util_map.png
Scale: 4 px per µm. The die is cut into 7 by 9 equal tiles; white is low, dark blue is high, 0 to 100% covered.
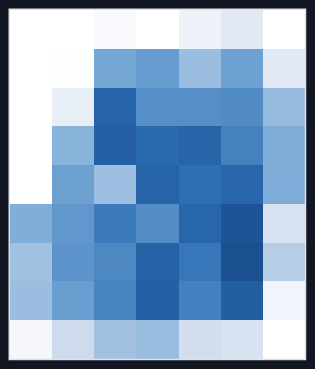
clock_nets.png
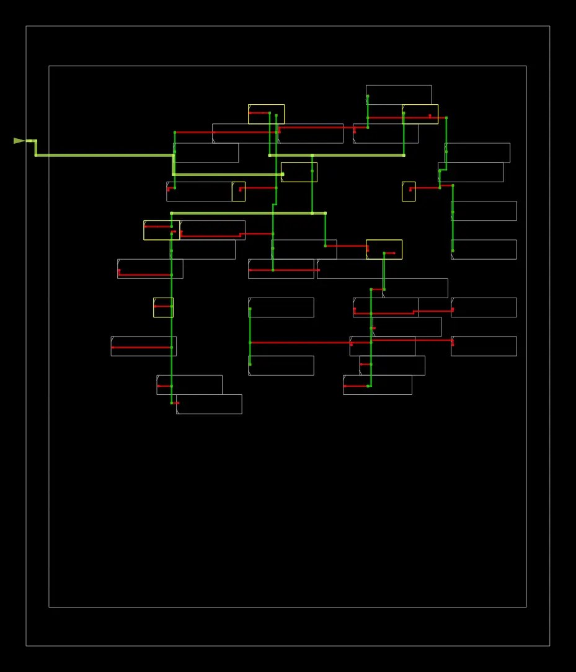
<file path="src/rtl/mod3_pkg.sv">
// mod3_pkg: scheduler states, residue encodings and the serial mod-3 step.
// Shared by mod3_residue_fsm and mod3_check_scheduler.
package mod3_pkg;

  typedef enum logic [1:0] {
    IDLE,
    SHIFT,
    DONE
  } state_e;

  localparam logic [1:0] R0 = 2'd0;
  localparam logic [1:0] R1 = 2'd1;
  localparam logic [1:0] R2 = 2'd2;

  // (2r + b) mod 3
  function automatic logic [1:0] mod3_step(
    input logic [1:0] r,
    input logic       b
  );
    logic [1:0] n;
    unique case (r)
      R0:      n = b ? R1 : R0;
      R1:      n = b ? R0 : R2;
      R2:      n = b ? R2 : R1;
      default: n = R0;
    endcase
    return n;
  endfunction

endpackage

</file>
<file path="src/rtl/mod3_residue_fsm.sv">
// mod3_residue_fsm: S0/S1/S2 residue register fed one bit per enabled cycle.
// clr restarts the residue at zero and wins over en.
module mod3_residue_fsm
  import mod3_pkg::*;
(
  input  logic       clk,
  input  logic       rst,
  input  logic       clr,
  input  logic       en,
  input  logic       b,
  output logic [1:0] r
);

  logic [1:0] r_q;
  logic [1:0] r_d;

  always_comb begin
    r_d = r_q;
    if (clr) begin
      r_d = R0;
    end else if (en) begin
      r_d = mod3_step(r_q, b);
    end
  end

  always_ff @(posedge clk or posedge rst) begin
    if (rst) begin
      r_q <= R0;
    end else begin
      r_q <= r_d;
    end
  end

  assign r = r_q;

endmodule

</file>
<file path="src/rtl/mod3_check_scheduler.sv">
// mod3_check_scheduler: round-robin access to one bit-serial mod-3 checker.
// Optional LEADING_ZERO_SKIP_EN drops leading zeros to shorten SHIFT.
module mod3_check_scheduler
  import mod3_pkg::*;
#(
  parameter  int N_REQ = 4,
  parameter  int WIDTH = 8,
  localparam int IDW   = $clog2(N_REQ),
  localparam int CW    = $clog2(WIDTH + 1)
) (
  input  logic                   clk,
  input  logic                   rst,
  input  logic [N_REQ-1:0]       req,
  input  logic [N_REQ*WIDTH-1:0] data,
  output logic [N_REQ-1:0]       grant,
  output logic                   busy,
  output logic                   done,
  output logic [IDW-1:0]         done_id,
  output logic [1:0]             residue,
  output logic                   divisible
);

  state_e           state_q, state_d;
  logic [WIDTH-1:0] shreg_q, shreg_d;
  logic [CW-1:0]    cnt_q, cnt_d;
  logic [IDW-1:0]   last_q, last_d;
  logic [N_REQ-1:0] grant_q, grant_d;
  logic             busy_q, busy_d;
  logic             done_q, done_d;
  logic [IDW-1:0]   done_id_q, done_id_d;
  logic [1:0]       res_q, res_d;
  logic             div_q, div_d;

  logic             found;
  logic [IDW-1:0]   win;
  logic [IDW-1:0]   cand;
  logic [WIDTH-1:0] word;
  logic             clr;
  logic             en;
  logic             b;
  logic [1:0]       r;
  logic [1:0]       r_next;

  // Search starts just after the last winner, so no fixed priority remains.
  always_comb begin
    found = 1'b0;
    win   = '0;
    cand  = '0;
    for (int k = 1; k <= N_REQ; k++) begin
      cand = IDW'((int'(last_q) + k) % N_REQ);
      if (!found && req[cand]) begin
        found = 1'b1;
        win   = cand;
      end
    end
  end

  assign word   = data[win*WIDTH +: WIDTH];
  assign b      = shreg_q[WIDTH-1];
  assign r_next = mod3_step(r, b);

`ifdef LEADING_ZERO_SKIP_EN
  logic [CW-1:0] lz;

  always_comb begin
    lz = CW'(WIDTH);
    for (int i = 0; i < WIDTH; i++) begin
      if (word[i]) begin
        lz = CW'(WIDTH - 1 - i);
      end
    end
  end
`endif

  mod3_residue_fsm u_fsm (
    .clk (clk),
    .rst (rst),
    .clr (clr),
    .en  (en),
    .b   (b),
    .r   (r)
  );

  always_comb begin
    state_d   = state_q;
    shreg_d   = shreg_q;
    cnt_d     = cnt_q;
    last_d    = last_q;
    grant_d   = '0;
    done_d    = 1'b0;
    done_id_d = done_id_q;
    res_d     = res_q;
    div_d     = div_q;
    clr       = 1'b0;
    en        = 1'b0;
    unique case (state_q)
      IDLE: begin
        if (found) begin
          grant_d = N_REQ'(1) << win;
          last_d  = win;
          clr     = 1'b1;
          state_d = SHIFT;
`ifdef LEADING_ZERO_SKIP_EN
          shreg_d = word << lz;
          cnt_d   = CW'(WIDTH) - lz;
          // An all-zero word has nothing to shift: report at once.
          if (word == '0) begin
            state_d   = DONE;
            done_d    = 1'b1;
            done_id_d = win;
            res_d     = R0;
            div_d     = 1'b1;
          end
`else
          shreg_d = word;
          cnt_d   = CW'(WIDTH);
`endif
        end
      end
      SHIFT: begin
        en      = 1'b1;
        shreg_d = shreg_q << 1;
        cnt_d   = cnt_q - CW'(1);
        if (cnt_q == CW'(1)) begin
          state_d   = DONE;
          done_d    = 1'b1;
          done_id_d = last_q;
          res_d     = r_next;
          div_d     = (r_next == R0);
        end
      end
      DONE: begin
        state_d = IDLE;
      end
      default: begin
        state_d = IDLE;
      end
    endcase
    busy_d = (state_d != IDLE);
  end

  always_ff @(posedge clk or posedge rst) begin
    if (rst) begin
      state_q   <= IDLE;
      shreg_q   <= '0;
      cnt_q     <= '0;
      last_q    <= IDW'(N_REQ - 1);
      grant_q   <= '0;
      busy_q    <= 1'b0;
      done_q    <= 1'b0;
      done_id_q <= '0;
      res_q     <= R0;
      div_q     <= 1'b0;
    end else begin
      state_q   <= state_d;
      shreg_q   <= shreg_d;
      cnt_q     <= cnt_d;
      last_q    <= last_d;
      grant_q   <= grant_d;
      busy_q    <= busy_d;
      done_q    <= done_d;
      done_id_q <= done_id_d;
      res_q     <= res_d;
      div_q     <= div_d;
    end
  end

  assign grant     = grant_q;
  assign busy      = busy_q;
  assign done      = done_q;
  assign done_id   = done_id_q;
  assign residue   = res_q;
  assign divisible = div_q;

endmodule
</file>
<file path="config.mk">
export PLATFORM = sky130hd
export DESIGN_NAME = mod3_check_scheduler
export DESIGN_NICKNAME = d
export VERILOG_FILES = /design/src/rtl/mod3_pkg.sv /design/src/rtl/mod3_residue_fsm.sv /design/src/rtl/mod3_check_scheduler.sv
export SDC_FILE = /design/constraint.sdc
export NUM_CORES = 1
export LEC_CHECK = 0
export ABC_AREA = 1
export CAP_MARGIN = 20
export CORE_ASPECT_RATIO = 1.2
export CORE_MARGIN = 3
export CORE_UTILIZATION = 35
export CTS_CLUSTER_DIAMETER = 100
export DETAILED_ROUTE_END_ITERATION = 8
export GPL_ROUTABILITY_DRIVEN = 0
export PLACE_DENSITY = 0.71
export SLEW_MARGIN = 5
export SYNTH_ARGS = -nofsm -noshare
export SYNTH_HDL_FRONTEND = slang
export SYNTH_HIERARCHICAL = 1
export SYNTH_SLANG_ARGS = --single-unit
export TNS_END_PERCENT = 5
</file>
<file path="constraint.sdc">
create_clock -name clk -period 1.71 [get_ports clk]
set_input_delay 0.342 -clock clk [delete_from_list [all_inputs] [get_ports clk]]
set_output_delay 0.342 -clock clk [all_outputs]
set_load 0.05 [all_outputs]
</file>
==> run_results.csv <==
group,metric,value,unit
status,outcome,"complete, but fails checks",
status,violations,"setup timing",
final_timing,drv_slew,0,
layout,fin_nets,389,
routing,drtIter0Drc,84,
yosys,synth_seq_share,37.9,%
die,ios,49,
cts,cts_tree,"done",
power,power.density,2460,nW/µm²
die,die_x,73.7,µm
routing,detail_route.vias_per_cell,4.84,
worst_setup_path,cp.required,1.88,ns
cts,clockRootBuffer,"clkbuf_8",
die,dieArea,6420,µm²
worst_setup_path,cp_max_fo,9,
power,p_total,6.98,mW
routing,route.antenna.remaining_nets,0,
die,die_h,87.2,µm
final_timing,finalClockPeriodUsage,115,%
die,rows,28,
cts,clk_pin_slew,0.07,ns
final_timing,setup_ws,-0.249,ns
layout,syn2layout_area_growth,47.8,%
cts,cts.htree.levels,2,
global_routing,antenna_found_initial,0,
placed_design,dpl.hpwl,3440,µm
yosys,synth_top_area_share,35.1,%
final_timing,finalHoldViolations,0,
routing,routed_wirelength,4910,µm
final_timing,fmax,511,MHz
run,tool_warnings,30,
placed_design,port_buffers,48,
final_timing,final-setup-viol-count,22,
yosys,ys_ff,29,
power,total_leakage_power,1.46,nW
Back to the opening pictures, util_map.png:
emptiest ninth of the die: upper left
mean over tiles: 43%
fullest tile: 87%
tiles over 75% full: 19%
Finished Core Util: 55.6%
total core area: 5110 µm²

Back to the opening pictures, clock_nets.png:
CTS Buf Count: 5
clock skew: 0.00802 ns
# clk buffers: 5
latest clock arrival within the worst-skew pair: 0.28 ns

worst max-delay path by stage:
| stage | start | end |
|---|---|---|
| detailed placement | req[2] | shreg_q[6]$_DFFE_PP0P_ |
| global route | last_q[0]$_DFFE_PP1P_ | shreg_q[4]$_DFFE_PP0P_ |
| CTS | last_q[0]$_DFFE_PP1P_ | shreg_q[4]$_DFFE_PP0P_ |
| global placement | req[3] | shreg_q[4]$_DFFE_PP0P_ |
| floorplan | last_q[0]$_DFFE_PP1P_ | shreg_q[1]$_DFFE_PP0P_ |
| finish | last_q[0]$_DFFE_PP1P_ | shreg_q[3]$_DFFE_PP0P_ |
critical path, cell delays in order (launching register included):
cell and delay (ns):
dfstp_2 0.56, buf_12 0.13, inv_8 0.04, nand2_2 0.05, nand2_2 0.08, nand2_2 0.08, nand2_2 0.07, nand2_2 0.08
nand2_2 0.06, nand2_4 0.07, nand3_4 0.10, buf_12 0.16, nand2_1 0.05, nand2_1 0.05, nand2_1 0.05, nand3_1 0.09
nand2_1 0.07, nand2_1 0.04
cell type report:
class / count / area [µm²]
clock buffer: 5 / 68.8
inverter: 23 / 104
clock inverter: 3 / 17.5
sequential: 29 / 728
fill: 491 / 2270
tap: 60 / 75.1
timing repair buffer: 77 / 741
multi-input combinational: 213 / 1110
logic make-up (layout without fill, tap and decap cells):
kind of cell	after synthesis	in the layout	synth area share, %
and+or+nand+nor	195	195	47.6
buffers and inverters	32	108	8.59
DFF	29	29	37.9
AOI/OAI and AO/OA	15	15	4.16
adders and majority gates	2	2	1.30
xor gates and xnor gates	1	1	0.456
stage by stage:
stage | utilization, % | hold WS, ns | setup WS, ns | TNS [ns]
finish | 55.6 | 0.246 | -0.249 | -3.56
global route | 55.6 | 0.270 | -0.423 | -6.35
CTS | 54.9 | 0.245 | -0.231 | -3.09
detailed placement | 50.5 | 0.466 | -0.401 | -6.57
global placement | 50.5 | 0.463 | -0.370 | -6.34
floorplan | - | 0.0832 | -0.132 | -1.41
registers in the layout, indices dropped and copies added (netlist names):
name,cells
shreg_q,8
done_id,2
busy,1
state_q,2
residue,2
last_q,2
u_fsm/r,2
divisible,1
grant,4
done,1
cnt_q,4
cell usage in the layout (no fill, tap or decap), drive strengths merged:
master         instances
nand2                128
buf                   40
clkdlybuf4s50         37
nor2                  28
dfrtp                 27
inv                   22
nand3                 19
nand4                 14
o21ai                  8
a21oi                  5
clkbuf                 5
nor3                   5
clkinv                 3
ha                     2
dfstp                  2
o22ai                  1
xor2                   1
a22o                   1
clkinvlp               1
or2                    1
per-layer routing:
layer / track usage (%) / vias up / share of wire [%]
met4: 1.65 / 0 / 0
li1: - / 1014 / -
met5: 0 / - / 0
met1: 18.9 / 924 / 41
met3: 4.62 / 0 / 4.8
met2: 29.4 / 45 / 54
power by group:
group | internal, mW | switching (mW) | total [mW]
Combinational | 2.19 | 3.03 | 5.22
Clock | 0.280 | 0.264 | 0.544
Sequential | 1.02 | 0.202 | 1.22
repair_timing:
item                                    in CTS  in global routing
gates resized                               20                  8
pin swaps                                   10                  2
gates cloned                                 1                  0
buffers inserted                             5                  0
endpoints found under the setup margin      22                 22
Power is estimated from default activity; no workload was simulated.
